==> config.mk <==
export PLATFORM = sky130hd
export DESIGN_NAME = serial_adder
export DESIGN_NICKNAME = d
export VERILOG_FILES = /design/src/rtl/serial_adder_pkg.sv /design/src/rtl/serial_adder_full_adder_cell.sv /design/src/rtl/serial_adder.sv
export SDC_FILE = /design/constraint.sdc
export NUM_CORES = 1
export LEC_CHECK = 0
export CAP_MARGIN = 0
export CORE_AREA = 2 2 58 60
export CTS_BUF_LIST = sky130_fd_sc_hd__clkbuf_4 sky130_fd_sc_hd__clkbuf_8
export CTS_CLUSTER_SIZE = 20
export DETAILED_ROUTE_END_ITERATION = 10
export DIE_AREA = 0 0 60 62
export PLACE_DENSITY_LB_ADDON = 0.25
export SETUP_SLACK_MARGIN = 0.4
export SYNTH_ARGS = -nofsm -noshare
export SYNTH_HDL_FRONTEND = slang
export SYNTH_SLANG_ARGS = --single-unit
export TNS_END_PERCENT = 100
==> constraint.sdc <==
create_clock -name clk -period 1.9 [get_ports clk]
set_clock_uncertainty 0.1 [all_clocks]
set_input_delay 0.19 -clock clk [delete_from_list [all_inputs] [get_ports clk]]
set_output_delay 0.19 -clock clk [all_outputs]
set_load 0.02 [all_outputs]
==> src/rtl/serial_adder_pkg.sv <==
// Shared definitions for the bit-serial adder: state encoding and default width.
package serial_adder_pkg;

  localparam int unsigned DEF_WIDTH = 8;

  typedef enum logic [1:0] {
    IDLE = 2'd0,
    RUN  = 2'd1,
    DONE = 2'd2
  } state_t;

endpackage

==> src/rtl/serial_adder_full_adder_cell.sv <==
// Single combinational full-adder cell; the serial adder reuses it once per bit.
module full_adder_cell (
  input  logic i_a,
  input  logic i_b,
  input  logic i_c,
  output logic o_sum,
  output logic o_carry
);

  assign o_sum   = i_a ^ i_b ^ i_c;
  assign o_carry = (i_a & i_b) | (i_a & i_c) | (i_b & i_c);

endmodule

==> src/rtl/serial_adder.sv <==
// Bit-serial WIDTH-bit adder: LSB-first through one full-adder cell, carry held in a flop,
// result shifted into the sum register from the MSB end.
module serial_adder
  import serial_adder_pkg::*;
#(
  parameter int unsigned WIDTH = DEF_WIDTH
) (
  input  logic             clk,
  input  logic             rst_n,
  input  logic             i_start,
  input  logic [WIDTH-1:0] i_a,
  input  logic [WIDTH-1:0] i_b,
  input  logic             i_cin,
  output logic             o_ready,
  output logic             o_busy,
  output logic             o_done,
  output logic [WIDTH-1:0] o_sum,
  output logic             o_cout
);

  localparam int unsigned CW = $clog2(WIDTH);

  state_t           r_state;
  state_t           w_state_nxt;
  logic [WIDTH-1:0] r_opa;
  logic [WIDTH-1:0] r_opb;
  logic [WIDTH-1:0] r_sum;
  logic             r_carry;
  logic             r_cout;
  logic [CW-1:0]    r_count;
  logic             r_ready;
  logic             r_busy;
  logic             r_done;
  logic             w_fa_sum;
  logic             w_fa_carry;

  full_adder_cell u_cell (
    .i_a     (r_opa[0]),
    .i_b     (r_opb[0]),
    .i_c     (r_carry),
    .o_sum   (w_fa_sum),
    .o_carry (w_fa_carry)
  );

  // State register plus status flags registered from the next state.
  always_ff @(posedge clk or negedge rst_n) begin
    if (!rst_n) begin
      r_state <= IDLE;
      r_ready <= 1'b1;
      r_busy  <= 1'b0;
      r_done  <= 1'b0;
    end else begin
      r_state <= w_state_nxt;
      r_ready <= (w_state_nxt == IDLE);
      r_busy  <= (w_state_nxt == RUN);
      r_done  <= (w_state_nxt == DONE);
    end
  end

  always_comb begin
    w_state_nxt = r_state;
    case (r_state)
      IDLE:    if (i_start) w_state_nxt = RUN;
      RUN:     if (r_count == CW'(WIDTH - 1)) w_state_nxt = DONE;
      DONE:    w_state_nxt = IDLE;
      default: w_state_nxt = IDLE;
    endcase
  end

  // Datapath: capture on accepted start, then one shift/add step per RUN cycle.
  always_ff @(posedge clk or negedge rst_n) begin
    if (!rst_n) begin
      r_opa   <= '0;
      r_opb   <= '0;
      r_sum   <= '0;
      r_carry <= 1'b0;
      r_cout  <= 1'b0;
      r_count <= '0;
    end else begin
      case (r_state)
        IDLE: begin
          if (i_start) begin
            r_opa   <= i_a;
            r_opb   <= i_b;
            r_carry <= i_cin;
            r_count <= '0;
          end
        end
        RUN: begin
          r_opa   <= {1'b0, r_opa[WIDTH-1:1]};
          r_opb   <= {1'b0, r_opb[WIDTH-1:1]};
          r_sum   <= {w_fa_sum, r_sum[WIDTH-1:1]};
          r_carry <= w_fa_carry;
          r_count <= r_count + CW'(1);
          // Final carry lands alongside the last sum bit so both are valid with done.
          if (w_state_nxt == DONE) r_cout <= w_fa_carry;
        end
        default: begin
        end
      endcase
    end
  end

  assign o_ready = r_ready;
  assign o_busy  = r_busy;
  assign o_done  = r_done;
  assign o_sum   = r_sum;
  assign o_cout  = r_cout;

endmodule

### Cells coloured by class

(6 px per um)
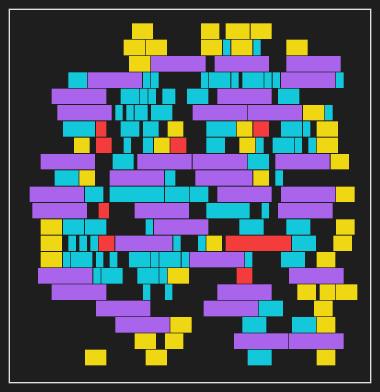
colour	class	cells	share of their area
yellow	other buffers and delay cells	41	20%
purple	flip-flops	34	46%
red	clock drivers and dummy loads	8	4.1%
cyan	all other logic	78	30%
fraction of area in registers: 0.4417
CORE AREA: 3179 sq um

### Layout detail

Window x 2 to 27, y 34 to 59 um. Cells in grey, sequential cells in the stronger grey; small squares are vias.
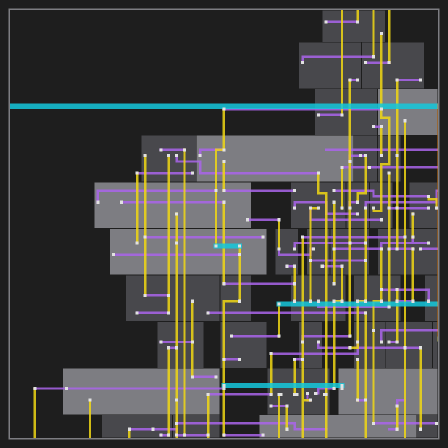
colour	layer
orange	met4
purple	met1
yellow	met2
cyan	met3
most frequent	dfrtp_1 (6), nand2_1 (4), clkdlybuf4s50_1 (4)
cells with their middle in the window	34
netlist names of flops here include	`r_count` (2), `r_opb` (2)
sequential cells in the window	6

### Routing congestion

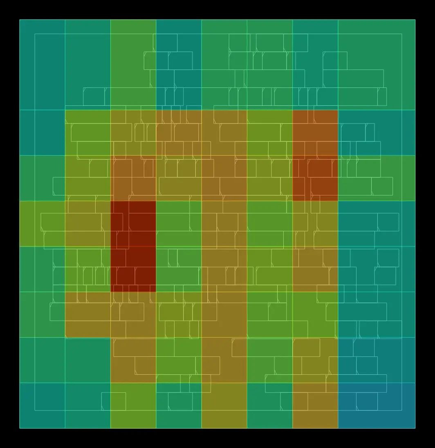
utilization after layout: 0.6076
GRT busiest layer: met2
met1 usage: 0.2005
met2 usage: 0.2733

==> flow_summary.json <==
{
  "ys_cells": 120,
  "crit_end": "o_ready",
  "tool_warnings": 27,
  "syn_avg_cell_area_sq_um": 12.27,
  "layout_top_cell": "dfrtp_1",
  "dieHeight_um": 62,
  "p_switching_mw": 1.059,
  "seqPwrFrac": 0.397,
  "whs_ps": 160.3,
  "drive_above_1_share": 0.2112,
  "internal-power_mw": 2.025,
  "irDropWorstVdd_v": 0.0007254,
  "synth_cell_types": 21,
  "wl_met3_um": 170,
  "use_met3": 0.03727,
  "outcome": "complete, no violations",
  "end_kind": "primary output",
  "mux_share": 0.07647,
  "die_area_sq_um": 3720,
  "reg2regPathDepth": 4,
  "worstPathArrival_ps": 1150,
  "synthSimpleGateAreaFrac": 0.08496,
  "cp.depth": 1,
  "port_buffers": 31,
  "fin_nets": 183,
  "cts_resized": 14,
  "fmax_mhz": 692.8,
  "logic_area_sq_um": 500.5,
  "htreeDepth": 2,
  "cpLargestDelayFamily": "flip-flops",
  "clock_path_buffers": 2,
  "startpoint": "o_ready",
  "cts_tree": "done",
  "syn_area_sq_um": 1473,
  "max_cap_viol_count": 0,
  "grt_max_degree": 35,
  "n_all_inverters": 18,
  "fin_tns_setup_ps": 0,
  "clk_share": 0.04016,
  "clock_sinks": 34,
  "num_vias": 1090,
  "final_antenna_net_count": 0,
  "dp_cells": 194,
  "synth-edff-count": 0,
  "grt_pass1_wl_um": 4395,
  "p_leak_nw": 0.8956,
  "clkPwrFrac": 0.165,
  "ys_seq_frac": 0.5786,
  "fp-utilization": 0.4632,
  "dp_hpwl_um": 1892,
  "synthArstFlopShare": 1.000,
  "instances_no_fill": 207,
  "grt_pass1_vias": 1009,
  "worst_slew_pin_slew_ps": 411.7,
  "clk_latency_ps": 330,
  "buffer_area_frac": 0.1943,
  "dr_wl_met2_um": 1405,
  "comb_power_share": 0.437,
  "r2r_end": "o_cout",
  "path_buffers": 1,
  "cts_root_buf": "clkbuf_4",
  "fin_ws_ps": 456.6,
  "post-route-drc-count": 0,
  "flop_cell": "dfrtp_1",
  "yosys_area_sq_um": 1473,
  "gp_congestion": 0.7549,
  "dominant-cell-class": "flip-flops and latches",
  "drt_iter0_drc": 127,
  "powerDensity_nw_per_um2": 1596,
  "wl_per_cell_um": 13.57,
  "routed_wl_um": 2810,
  "comb_area_share": 0.2591,
  "diodes": 0,
  "ys_ff": 34,
  "dr.pass1.iters": 9,
  "ff2ff_setup_slack_ps": 460,
  "ff_count": 34
}
## synth_stat cells (all sizes together) (4+ instances only)
| cell | n | area [sq um] |
|---|---|---|
| dfrtp | 33 | 825.8 |
| inv | 18 | 67.56 |
| a222oi | 15 | 150.1 |
| nor2 | 15 | 56.30 |
| mux2 | 10 | 112.6 |
| buf | 6 | 60.05 |
| nand2 | 4 | 15.01 |
## cell families after synthesis
kind of cell | Yosys count
mux | 10
buf+inv | 26
fa+ha+maj | 3
simple gates | 25
flops | 34
compound gates | 22
## power by group through the flow
stage	sequential, mW	combinational, mW	clock (mW)
floorplan	1.36	0.812	0
global placement	1.23	1.30	0
detailed placement	1.25	1.34	0
CTS	1.22	1.29	0.528
global route	1.27	1.49	0.560
finish	1.23	1.35	0.510
Power and IR drop assume default switching activity.
